Fig. 1: run 1, drive-strength map
Scale: 6 px per micron.
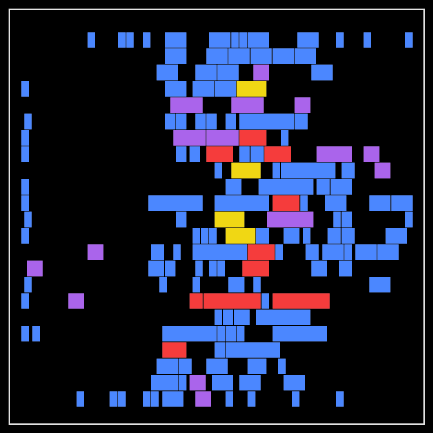
Fig. 2: run 1, pin map
Scale: 6 px per micron. Pins as bars across the die edge, other pins in gray.
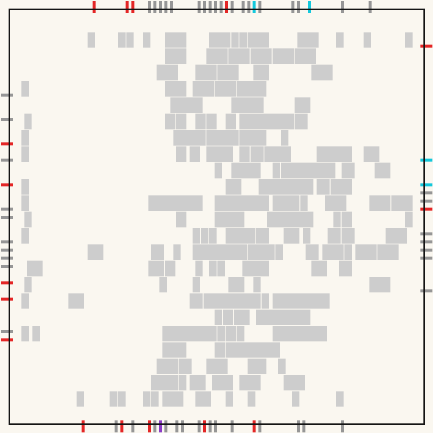
Fig. 3: run 1, cell outlines without signal wires
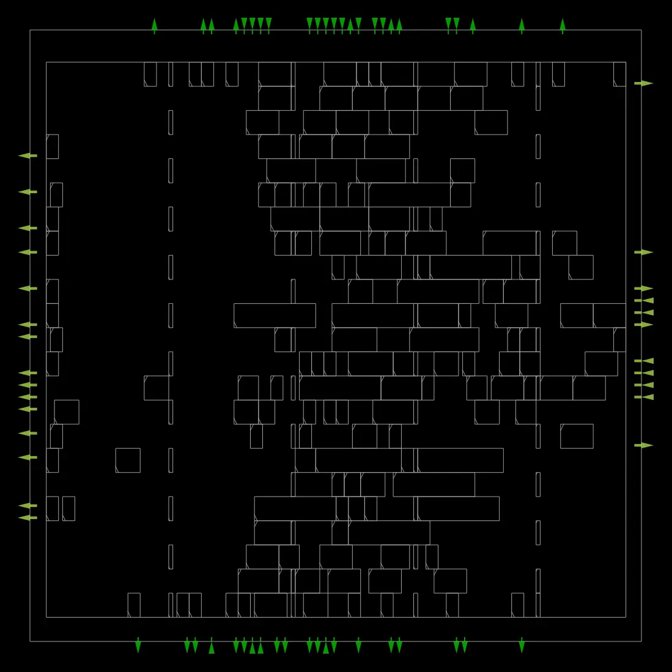
Fig. 4: run 1, gate-type map
Scale: 6 px per micron.
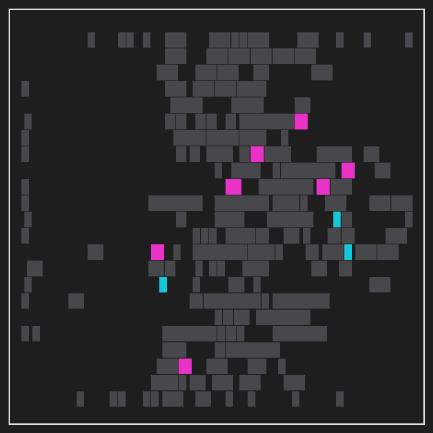
[src/rtl/fractal_sync_arbiter.sv]
// Round-robin arbiter that lets N_REQ local requesters share one fractal-sync tree slave port.
// Optional statistics counters are built when FRACTAL_SYNC_ARBITER_STATS_EN is defined.
module fractal_sync_arbiter #(
    parameter int unsigned N_REQ     = 4,
    parameter int unsigned LVL_WIDTH = 4
) (
    input  logic                         clk_i,
    input  logic                         rstn_i,
    input  logic [N_REQ-1:0]             req_i,
    input  logic [N_REQ*LVL_WIDTH-1:0]   req_level_i,
    output logic [N_REQ-1:0]             rsp_valid_o,
    output logic                         rsp_error_o,
    output logic                         fab_sync_o,
    output logic [LVL_WIDTH-1:0]         fab_level_o,
    output logic                         fab_ack_o,
    input  logic                         fab_wake_i,
    input  logic                         fab_error_i,
    output logic [15:0]                  sync_cnt_o,
    output logic [15:0]                  err_cnt_o,
    output logic [2:0]                   dbg_state_o
);

    // Handshake: a requester holds req_i until its one-cycle rsp_valid_o pulse; the tree sees a
    // one-cycle fab_sync_o, answers with fab_wake_i held until our one-cycle fab_ack_o, then drops it.
    localparam int unsigned GW = (N_REQ > 1) ? $clog2(N_REQ) : 1;

    typedef enum logic [2:0] {
        ST_IDLE  = 3'd0,
        ST_SYNC  = 3'd1,
        ST_WAIT  = 3'd2,
        ST_ACK   = 3'd3,
        ST_DRAIN = 3'd4
    } state_e;

    state_e                 state_q, state_d;
    logic [GW-1:0]          grant_q;
    logic [GW-1:0]          last_grant_q;
    logic [LVL_WIDTH-1:0]   level_q;
    logic                   error_q;

    logic [LVL_WIDTH-1:0]   lvl_arr [N_REQ];
    logic [GW-1:0]          rr_idx;
    logic [GW-1:0]          cand;

    always_comb begin
        for (int i = 0; i < N_REQ; i++) begin
            lvl_arr[i] = req_level_i[i*LVL_WIDTH +: LVL_WIDTH];
        end
    end

    // Scan downward so the candidate closest after last_grant_q is the one that sticks.
    always_comb begin
        rr_idx = '0;
        cand   = '0;
        for (int k = N_REQ; k >= 1; k--) begin
            cand = GW'((int'(last_grant_q) + k) % int'(N_REQ));
            if (req_i[cand]) begin
                rr_idx = cand;
            end
        end
    end

    always_ff @(posedge clk_i or negedge rstn_i) begin
        if (!rstn_i) begin
            state_q <= ST_IDLE;
        end else begin
            state_q <= state_d;
        end
    end

    always_comb begin
        state_d = state_q;
        case (state_q)
            ST_IDLE:  if (|req_i)      state_d = ST_SYNC;
            ST_SYNC:                   state_d = ST_WAIT;
            ST_WAIT:  if (fab_wake_i)  state_d = ST_ACK;
            ST_ACK:                    state_d = ST_DRAIN;
            ST_DRAIN: if (!fab_wake_i) state_d = ST_IDLE;
            default:                   state_d = ST_IDLE;
        endcase
    end

    always_ff @(posedge clk_i or negedge rstn_i) begin
        if (!rstn_i) begin
            grant_q      <= '0;
            level_q      <= '0;
            error_q      <= 1'b0;
            last_grant_q <= GW'(N_REQ - 1);
        end else begin
            if (state_q == ST_IDLE && |req_i) begin
                grant_q <= rr_idx;
                level_q <= lvl_arr[rr_idx];
            end
            if (state_q == ST_WAIT && fab_wake_i) begin
                error_q <= fab_error_i;
            end
            if (state_q == ST_ACK) begin
                last_grant_q <= grant_q;
            end
        end
    end

    always_comb begin
        rsp_valid_o = '0;
        rsp_error_o = 1'b0;
        fab_sync_o  = 1'b0;
        fab_level_o = '0;
        fab_ack_o   = 1'b0;
        case (state_q)
            ST_SYNC: begin
                fab_sync_o  = 1'b1;
                fab_level_o = level_q;
            end
            ST_ACK: begin
                fab_ack_o            = 1'b1;
                rsp_valid_o[grant_q] = 1'b1;
                rsp_error_o          = error_q;
            end
            default: ;
        endcase
    end

    assign dbg_state_o = state_q;

`ifdef FRACTAL_SYNC_ARBITER_STATS_EN
    logic [15:0] sync_cnt_q;
    logic [15:0] err_cnt_q;

    always_ff @(posedge clk_i or negedge rstn_i) begin
        if (!rstn_i) begin
            sync_cnt_q <= '0;
            err_cnt_q  <= '0;
        end else if (state_q == ST_ACK) begin
            if (sync_cnt_q != 16'hFFFF) sync_cnt_q <= sync_cnt_q + 16'd1;
            if (error_q && err_cnt_q != 16'hFFFF) err_cnt_q <= err_cnt_q + 16'd1;
        end
    end

    assign sync_cnt_o = sync_cnt_q;
    assign err_cnt_o  = err_cnt_q;
`else
    assign sync_cnt_o = '0;
    assign err_cnt_o  = '0;
`endif

endmodule

[config.mk]
export PLATFORM = sky130hd
export DESIGN_NAME = fractal_sync_arbiter
export DESIGN_NICKNAME = d
export VERILOG_FILES = /design/src/rtl/fractal_sync_arbiter.sv
export SDC_FILE = /design/constraint.sdc
export NUM_CORES = 1
export LEC_CHECK = 0
export CORE_MARGIN = 1.5
export CORE_UTILIZATION = 25
export DETAILED_ROUTE_END_ITERATION = 12
export HOLD_SLACK_MARGIN = 0.12
export PLACE_DENSITY = 0.7
export SYNTH_ARGS = -nofsm -noshare
export SYNTH_HDL_FRONTEND = slang
export SYNTH_SLANG_ARGS = --single-unit
[constraint.sdc]
create_clock -name clk_i -period 2.35 [get_ports clk_i]
set_input_delay 0.235 -clock clk_i [delete_from_list [all_inputs] [get_ports clk_i]]
set_output_delay 0.235 -clock clk_i [all_outputs]
set_load 0.05 [all_outputs]
==> results_slide.txt, run 1 <==
Synthesis and Place & Route Summary

Clocking
  – H-tree depth: 1
  – Root buffer cell: clkbuf_8
  – Clk sink count: 12
  – Cts bufs inserted: 3
  – Resized cells post-CTS: 0
  – Hold bufs inserted after CTS: 0

Floorplan
  – Core area: 4090 sq um
  – Full die area: 4750 sq um
  – Die width: 68.9 microns
  – IO Count: 70

Logic synthesis
  – Synth warn: 0
  – Post-synthesis cell count: 122
  – Synth area leader: dfrtp_1
  – Max-area cell share: 0.230
  – Mapped Area: 1090 sq um
  – # Cells Yosys: 122
  – Chip Area, Yosys: 1090 sq um
  – Avg Cell Area, Syn: 8.90 sq um
  – Synth area leaders: dfrtp_1 (23%), buf_4 (22%), mux2_4 (5.5%)

Setup path
  – Reg-to-Reg End: level_q[3]
  – Worst setup startpoint: dbg_state_o[1]
  – CP delay by family, top: buffers and inverters
  – Crit Reg-Reg Startpoint: dbg_state_o[1]
  – Arr. time, crit path: 1.99 ns
  – Flop-to-flop setup slack: 0.37 ns
  – Worst path bufs/invs: 1
  – Worst path slowest cell: clkdlybuf4s50_1
  – Worst setup endpoint: fab_sync_o
  – Worst-path cell chain: nor3b_2 > clkdlybuf4s50_1
  – Setup crit start kind: flip-flop

STA
  – Clock Skews: 0.00310 ns
  – Post-route setup TNS: 0 ns
  – Worst-Margin Slew: 0.916 ns
  – Setup violators final: 0
  – Max-slew violations: 0
  – RSZ-0062 raised after global routing: false
  – Period utilisation layout: 0.945
  – Rel. slew slack: 0.385
  – Final min period: 2.22 ns

Layout
  – Top cells excl fill/tap: conb_1 (32), clkdlybuf4s50_1 (27), nand2_1 (15)
  – Combinational Area: 628 sq um
  – Number of filler cells placed in the layout: 439
  – Share of cells above drive strength 1: 0.182

Power
  – Sequential group power: 0.000451 W
  – Largest power group: combinational logic
  – Comb power: 0.00108 W
  – P per Cell Area: 1250 nW/um^2
  – Clk power: 0.000227 W
  – Maximum vdd drop: 0.329 mV
  – Flop pwr share: 0.256

Placement
  – Cells after DPL: 205
  – Hpwl dp: 1840 microns

Routing
  – Iteration count of the initial detailed-routing pass: 4
  – Detailed Route Iter0 Violations: 34
  – Remaining DRCs: 0
  – Via count: 847

Global route
  – Largest net degree at the start of global routing: 13
  – First-pass GRT wire length: 3330 microns

Status
  – Outcome: finished clean

Run
  – Warning total across the stage logs: 27
About Fig. 1:
[drive 2] red | cells: 10 | share: 6.3% | most used: o211ai_2
[drive 1 or less] blue | cells: 130 | share: 82% | most used: conb_1
[drive 3 to 4] purple | cells: 15 | share: 9.4% | most used: buf_4
[drive 6 and up] yellow | cells: 4 | share: 2.5% | most used: clkbuf_8
area grow syn2layout: 29.8%
post-route cell area: 1410 sq um
bufs w/o clock: 37
setup ws final: 0.130 ns

About Fig. 2:
[fab_error_i] purple | pins: 1 | direction: input | edge: bottom
[sync_cnt_o] red | pins: 16 | direction: output | edge: 5 bottom, 5 left, 4 top, 2 right
[fab_level_o] cyan | pins: 4 | direction: output | edge: 2 right, 2 top
all pins by edge: 24 top, 20 bottom, 15 left, 11 right

About Fig. 3:
Rows: 23
Layout Cells excl Fill: 209
Util after Layout: 0.345

About Fig. 4:
[inverters] cyan | cells: 3 | most used: inv_1
[AND and OR gates] magenta | cells: 7 | most used: and2_1

[run 1: final cells by class]
class / count / share of cell area
clock buffers: 4 / 0.0390
flip-flops and latches: 12 / 0.215
multi-input cells: 103 / 0.445
well taps: 50 / 0.0444
repair buffers: 37 / 0.248
inverters: 3 / 0.00799
[run 1: per-layer routing]
layer | vias to the layer above | track usage | part of all wire
met2 | 30 | 0.153 | 0.51
met5 | - | 0 | 0
met1 | 391 | 0.125 | 0.41
met4 | 0 | 0.0588 | 0.022
li1 | 422 | - | -
met3 | 4 | 0.0130 | 0.053
[run 1: sequential cells by signal, summed over array words and instances, names as in the netlist]
| name | count |
|---|---|
| dbg_state_o | 3 |
| error_q | 1 |
| grant_q | 2 |
| last_grant_q | 2 |
| level_q | 4 |
[run 1: through the flow]
stage,worst slack (ns),area [sq um],hold slack (ns)
after floorplan,-0.117,1210,-0.0606
after global placement,0.188,1350,0.467
after detailed placement,0.111,1350,0.475
after CTS,0.0697,1410,0.363
after global routing,0.00869,1410,0.400
final,0.130,1410,0.349
[run 1: worst register-to-register path: cells and delay by family, from the launching register on]
family / cells / cell delay, ns
and+or+nand+nor: 2 / 1.24
DFF: 1 / 0.49
AOI/OAI and AO/OA: 1 / 0.18
[run 1: Yosys cell counts (3+ instances only)]
master and n:
inv_1 3, mux2_4 4, dfrtp_1 10, nand3_1 9
nor2_1 6, mux2i_1 5, o211ai_2 4, and2_1 5
nand2_1 15, buf_4 32
[run 1: cells by family after synthesis]
| logic type | share of synthesized area |
|---|---|
| AND/OR/NAND/NOR | 0.227 |
| buffers and inverters | 0.257 |
| AND-OR/OR-AND | 0.114 |
| flip-flops | 0.279 |
| multiplexers | 0.112 |
| XOR/XNOR | 0.00807 |
| other | 0.00345 |
--- run 2 (diff from run 1) ---
--- a/config.mk
+++ b/config.mk
@@ -7,9 +7,12 @@
 export LEC_CHECK = 0
 export CORE_MARGIN = 1.5
 export CORE_UTILIZATION = 25
+export CTS_BUF_LIST = sky130_fd_sc_hd__clkbuf_8
 export DETAILED_ROUTE_END_ITERATION = 12
 export HOLD_SLACK_MARGIN = 0.12
 export PLACE_DENSITY = 0.7
+export REMOVE_ABC_BUFFERS = 1
+export SLEW_MARGIN = 20
 export SYNTH_ARGS = -nofsm -noshare
 export SYNTH_HDL_FRONTEND = slang
 export SYNTH_SLANG_ARGS = --single-unit
Fig. 5: run 2, I/O nets highlighted
Scale: 4 px per micron.
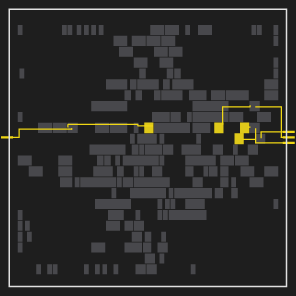
[fab_level_o] yellow | bits: 4 | direction: output | edge: 3 right, 1 left | end cells: 4 | buffers: 4 | wire: 87.4 microns

Fig. 6: run 2, gate-type map
Scale: 6 px per micron.
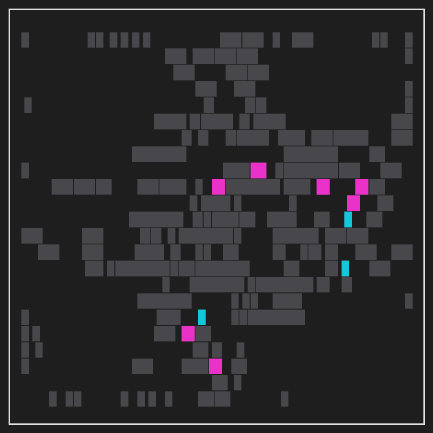
[AND and OR gates] magenta | cells: 7 | most used: and2_1
[inverters] cyan | cells: 3 | most used: inv_1
most numerous logic cell after layout: conb_1
combinational share of cell area: 0.443

Fig. 7: run 2, cell outlines without signal wires
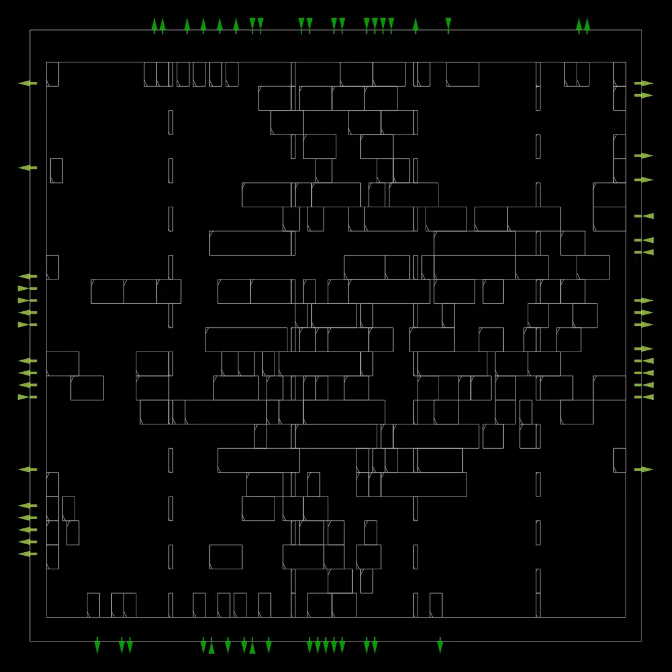
Util after Layout: 0.343
core area: 4090 sq um
# Taps: 50
sequential cell area share: 0.216

==> results_slide.txt, run 2 <==
Synthesis and Place & Route Summary

Setup path
  – CP delay by family, top: simple AND/OR/NAND/NOR gates
  – Worst setup endpoint: level_q[1]
  – Setup crit start kind: flip-flop
  – Crit-path max FO: 12
  – Worst path bufs/invs: 0
  – Flop-to-flop setup slack: 0.40 ns
  – Critical path required time: 2.52 ns
  – Worst setup startpoint: dbg_state_o[1]
  – Arr. time, crit path: 2.12 ns
  – Crit Reg-Reg Startpoint: dbg_state_o[1]
  – Worst-path cell chain: nor4_2 > or2b_1 > o211ai_2
  – Reg-to-Reg End: level_q[1]
  – Worst path slowest cell: nor4_2
  – Crit-path max cell delay: 0.83 ns
  – R2r worst-path depth: 3

Run
  – Max cap viols: 0
  – Warning total across the stage logs: 25

Floorplan
  – Die Y: 68.9 microns
  – IO Count: 70
  – Starting Density: 0.266
  – Die width: 68.9 microns
  – Full die area: 4750 sq um
  – Rows: 23

Logic synthesis
  – Max-area cell share: 0.230
  – Flip-flops with a built-in enable: 0
  – Synth area leader: dfrtp_1
  – Mapped Area: 1090 sq um
  – Synth area leaders: dfrtp_1 (23%), buf_4 (22%), mux2_4 (5.5%)
  – Chip Area, Yosys: 1090 sq um
  – Synth cell types: 32
  – Post-synthesis cell count: 122
  – FF+latch count, synth: 12
  – Mux area share: 0.112
  – Top logic family: buffers and inverters
  – Synth Area in Adders: 0
  – Avg Cell Area, Syn: 8.90 sq um
  – Simple-Gate Area Share: 0.227
  – Yosys aoi share: 0.114
  – # Cells Yosys: 122
  – Xor/xnor share: 0.00806
  – Synth warn: 0
  – Async set or reset register ratio after synthesis: 1.00
  – Synth top cell by count: buf_4
  – Commonest cells in the netlist: buf_4 (32), nand2_1 (15), dfrtp_1 (10)
  – Dominant synthesized flop cell: dfrtp_1

STA
  – Fmax: 512 MHz
  – Final Hold Vio Count: 0
  – Setup ws final: 0.398 ns
  – Setup violators final: 0
  – Rel. slew slack: 0.409
  – Clock Skews: 0.000363 ns
  – RSZ-0062 raised after global routing: false
  – Max-slew violations: 0
  – Worst-Margin Slew: 0.879 ns
  – Period utilisation layout: 0.831
  – Final min period: 1.95 ns
  – Post-route setup TNS: 0 ns

Routing
  – Highest metal used: met4
  – Met2 routed WL: 1060 microns
  – Remaining DRCs: 0
  – DR vias/cell: 4.09
  – Via count: 854
  – DRT met1 WL: 939 microns
  – Routed met3 length: 214 microns
  – Iteration count of the initial detailed-routing pass: 4
  – Detailed Route Iter0 Violations: 24

Clocking
  – Hold bufs inserted after CTS: 0
  – H-tree depth: 1
  – Clk sink count: 12
  – Cts bufs inserted: 3
  – Postcts setup bufs: 0
  – Worst-path clk slew: 0.05 ns
  – Clock buffer depth: 2
  – Root buffer cell: clkbuf_8

Layout
  – Top cells excl fill/tap: conb_1 (32), clkdlybuf4s50_1 (26), nand2_1 (15)
  – Ant. Diodes: 0
  – Most flop-heavy register: level_q
  – Final net count: 184
  – Max reg flops: 4
  – Share of cells above drive strength 1: 0.176
  – Area grow syn2layout: 28.9%

Global route
  – Met3 usage: 0.0438
  – First-pass GRT wire length: 3190 microns
  – GRT met2 Usage: 0.147
  – GR Util met1: 0.116
  – Global route hottest layer: met2
  – Largest net degree at the start of global routing: 13
  – Overflow after GRT: 0

Placement
  – Pre-CTS WS: 0.140 ns
  – Hpwl dp: 1810 microns

Power
  – P_leak: 0.671 nW
  – Maximum vdd drop: 0.604 mV
  – P per Cell Area: 1250 nW/um^2
  – Total power draw: 0.00174 W

Status
  – Outcome: finished clean
[run 2: netlist changes by cell type in the layout (fill, tap and decap cells not counted), sizes merged]
| cell | before | now |
|---|---|---|
| clkdlybuf4s50 | 27 | 26 |
| buf | 9 | 10 |
[run 2: through the flow]
stage | area, sq um | std cells | hold WS (ns) | util
6_report | 1400 | 209 | 0.346 | 0.343
5_1_grt | 1400 | 209 | 0.381 | 0.343
4_1_cts | 1400 | 209 | 0.367 | 0.342
3_5_place_dp | 1340 | 205 | 0.473 | 0.329
3_3_place_gp | 1340 | 205 | 0.474 | 0.329
2_1_floorplan | 935 | 118 | -0.0606 | -
[run 2: cells by family after synthesis]
family,count (synthesis)
other,1
AND-OR/OR-AND,12
XOR/XNOR,1
multiplexers,10
flip-flops,12
AND/OR/NAND/NOR,48
buffers and inverters,38
[run 2: power breakdown]
group | internal, W | switching [W] | total, W
sequential | 0.000323 | 0.000128 | 0.000452
clock | 0.000148 | 0.0000773 | 0.000225
combinational | 0.000379 | 0.000688 | 0.00107
total | 0.000850 | 0.000894 | 0.00174
[run 2: worst register-to-register path, delay by kind of cell, from the launching register on]
family | cells | cell delay, ns
AND-OR/OR-AND | 1 | 0.19
flip-flops | 1 | 0.48
AND/OR/NAND/NOR | 2 | 1.21
[run 2: final cells by class]
| type | count | area, sq um |
|---|---|---|
| Fill cell | 433 | 2690 |
| Sequential cell | 12 | 303 |
| Multi-Input combinational cell | 103 | 621 |
| Timing Repair Buffer | 37 | 348 |
| Tap cell | 50 | 62.6 |
| Clock buffer | 4 | 55.1 |
| Inverter | 3 | 11.3 |
[run 2: timing repair]
action,in CTS,in global routing
endpoints found under the hold margin,0,0
gates resized,0,1
setup endpoints to repair,0,1
--- run 3 (diff from run 2) ---
==> constraint.sdc (replaced) <==
create_clock -name clk_i -period 1.9 [get_ports clk_i]
set_input_delay 0.19 -clock clk_i [delete_from_list [all_inputs] [get_ports clk_i]]
set_output_delay 0.19 -clock clk_i [all_outputs]
set_load 0.05 [all_outputs]
Fig. 8: run 3, gate-type map
Scale: 6 px per micron.
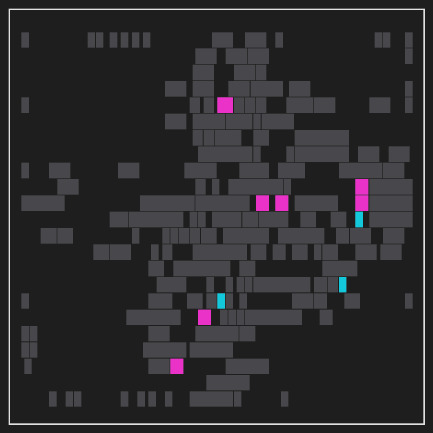
combinational share of cell area: 0.391
Layout Cells excl Fill: 217

Fig. 9: run 3, drive-strength map
Scale: 6 px per micron.
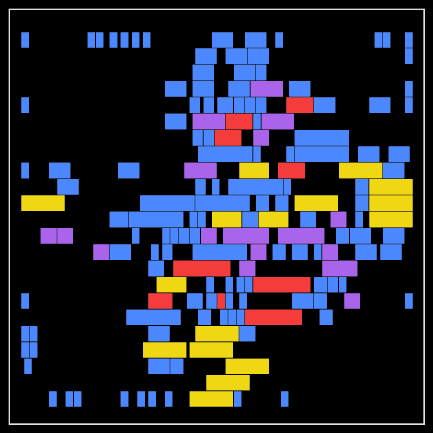
[drive 2] red | cells: 9 | share: 5.4% | most used: o211ai_2
[drive 6 and up] yellow | cells: 16 | share: 9.6% | most used: buf_12
[drive 3 to 4] purple | cells: 17 | share: 10% | most used: buf_4
[drive 1 or less] blue | cells: 125 | share: 75% | most used: conb_1

Fig. 10: run 3, cell outlines without signal wires
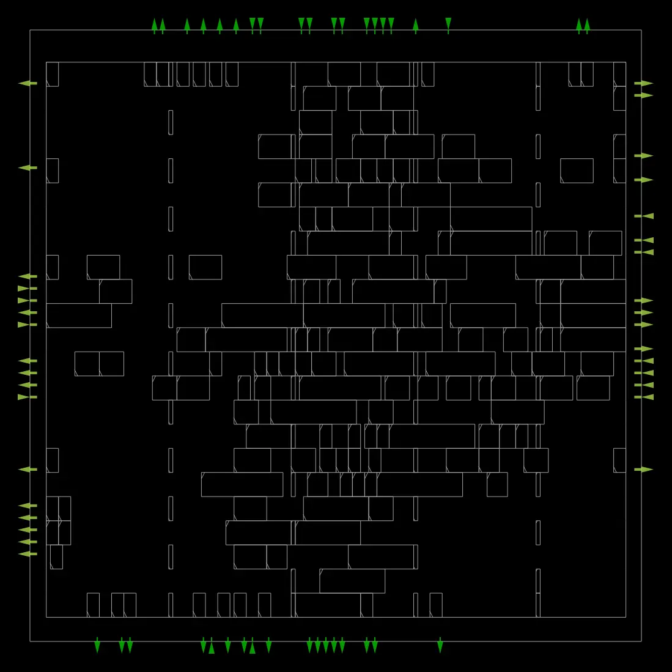
Seq Cell Count: 12
Util after Layout: 0.393
sequential cell area share: 0.189
number of filler cells placed in the layout: 424

==> results_slide.txt, run 3 <==
Synthesis and Place & Route Summary

Floorplan
  – IO Count: 70
  – Die Y: 68.9 microns
  – Starting Density: 0.266
  – Full die area: 4750 sq um
  – Core area: 4090 sq um
  – Die width: 68.9 microns
  – Rows: 23

Layout
  – Ant. Diodes: 0
  – Area grow syn2layout: 48.0%
  – Most flop-heavy register: level_q
  – Share of cells above drive strength 1: 0.251
  – Top cells excl fill/tap: conb_1 (32), clkdlybuf4s50_1 (23), nand2_1 (15)
  – Max reg flops: 4
  – Post-route cell area: 1610 sq um
  – Most numerous logic cell after layout: conb_1
  – Final net count: 192

Routing
  – Via count: 866
  – DR vias/cell: 3.99
  – Post-DR wirelength/cell: 10.6 microns
  – ANT nets after route: 0
  – Remaining DRCs: 0
  – Detailed Route Iter0 Violations: 29
  – WL final: 2290 microns
  – Iteration count of the initial detailed-routing pass: 4

Logic synthesis
  – Mux area share: 0.112
  – Flip-flops with a built-in enable: 0
  – Commonest cells in the netlist: buf_4 (32), nand2_1 (15), dfrtp_1 (10)
  – Chip Area, Yosys: 1090 sq um
  – Synth area leaders: dfrtp_1 (23%), buf_4 (22%), mux2_4 (5.5%)
  – Top logic family: buffers and inverters
  – Mapped Area: 1090 sq um
  – Max-area cell share: 0.230
  – Synth Area in Adders: 0
  – FF+latch count, synth: 12
  – Synth cell types: 32
  – Synth area leader: dfrtp_1
  – Xor/xnor share: 0.00806
  – Synth warn: 0
  – Yosys aoi share: 0.114
  – Dominant synthesized flop cell: dfrtp_1
  – # Cells Yosys: 122
  – Simple-Gate Area Share: 0.227
  – Avg Cell Area, Syn: 8.90 sq um
  – Register share after synthesis: 0.279
  – Async set or reset register ratio after synthesis: 1.00
  – Post-synthesis cell count: 122
  – Synth top cell by count: buf_4

STA
  – Rel. slew slack: 0.538
  – Fmax: 549 MHz
  – RSZ-0062 raised after global routing: false
  – Final Hold Vio Count: 0
  – WHS: 0.300 ns
  – Worst-Margin Slew: 0.686 ns
  – Clock Skews: 0.00234 ns
  – Period utilisation layout: 0.958
  – Post-route setup TNS: 0 ns
  – Final min period: 1.82 ns
  – Max-slew violations: 0
  – Setup violators final: 0

Setup path
  – Critical path type: flip-flop to primary output
  – R2r worst-path depth: 6
  – Crit-path max FO: 8
  – Flop-to-flop setup slack: 0.22 ns
  – Crit Reg-Reg Startpoint: last_grant_q[1]
  – Worst path slowest cell: dfrtp_1
  – Reg-to-Reg End: level_q[1]
  – Critical path required time: 1.71 ns
  – Critical path endpoint category: primary output
  – Crit-path max cell delay: 0.40 ns
  – Worst-path cell chain: buf_4 > nor3b_1 > buf_4 > and2_1 > buf_12
  – Setup crit start kind: flip-flop
  – Cell mode on critical path: buf_4
  – Arr. time, crit path: 1.63 ns

Clocking
  – Worst-path clk slew: 0.05 ns
  – Clock buffer depth: 2
  – Clk sink count: 12
  – Root buffer cell: clkbuf_8
  – CTS tree: done
  – Clock latency on the worst-skew pair: 0.24 ns
  – Cts bufs inserted: 3
  – H-tree depth: 1

Status
  – Outcome: finished clean

Run
  – Warning total across the stage logs: 25
  – Max cap viols: 0

Power
  – Total power draw: 0.00246 W
  – P per Cell Area: 1530 nW/um^2
  – P_leak: 0.734 nW
  – Maximum vdd drop: 0.860 mV

Global route
  – Largest net degree at the start of global routing: 13
  – Met3 usage: 0.0422
  – Global route hottest layer: met2
  – GR Util met1: 0.119
  – Initial antenna violation count: 0
  – Overflow after GRT: 0
  – First-pass GRT wire length: 3290 microns
  – GRT met2 Usage: 0.150
  – Vias in the first global route: 770
  – GRT Util Overall: 0.0941

Placement
  – Hpwl dp: 1860 microns
  – Number of buffers added on ports: 37
  – Placed cell areas: 1540 sq um
  – Gpl congestion: 0.752

Min path
  – Hold WC Path Type: primary input to asynchronous set/reset pin
[run 3: final cells by class]
class                      instances  area [sq um]  share of cell area
clock buffer                       4          55.1              0.0342
inverter                           3          11.3             0.00700
multi-input combinational        103           629               0.391
sequential                        12           304               0.189
tap                               50          62.6              0.0389
timing repair buffer              45           546               0.339
[run 3: worst max-delay path, delay by kind of cell, from the launching register on]
| kind | cells | cell delay (ns) |
|---|---|---|
| simple gates | 2 | 0.46 |
| buf+inv | 3 | 0.53 |
| flops | 1 | 0.40 |
[run 3: per-stage QoR]
step	utilization	std cells	setup WS (ns)
after global placement	0.376	212	-0.150
final	0.393	217	0.0790
after floorplan	-	118	-0.965
after detailed placement	0.376	212	-0.227
after global routing	0.393	217	0.0113
after CTS	0.389	216	0.0157
[run 3: timing repair]
item,in CTS,in global routing
setup buffers,0,1
endpoints found under the setup margin,0,5
resized,0,3
hold buffers,0,0
[run 3: metal layers]
| layer | up-vias | part of all wire |
|---|---|---|
| met5 | - | 0 |
| met4 | 0 | 0 |
| met3 | 0 | 0.089 |
| met2 | 35 | 0.50 |
| met1 | 393 | 0.41 |
| li1 | 438 | - |
[run 3: report_power, final]
| group | switching (W) | internal [W] |
|---|---|---|
| clock network | 0.0000937 | 0.000183 |
| logic | 0.000954 | 0.000695 |
| registers | 0.000128 | 0.000403 |
| total | 0.00118 | 0.00128 |
[run 3: how the worst max path moves through the flow]
stage              startpoint              to  slack (ns)  cells after the start
6_report       dbg_state_o[1]  fab_level_o[1]        0.08                      5
5_1_grt        dbg_state_o[1]  fab_level_o[1]        0.01                      5
4_1_cts        dbg_state_o[2]      level_q[3]        0.02                      3
3_5_place_dp         req_i[0]      level_q[3]       -0.23                      5
3_3_place_gp         req_i[0]      level_q[0]       -0.15                      5
2_1_floorplan  dbg_state_o[0]  fab_level_o[0]       -0.97                      2
No activity file was given, so power comes from the tool's default toggle rates.
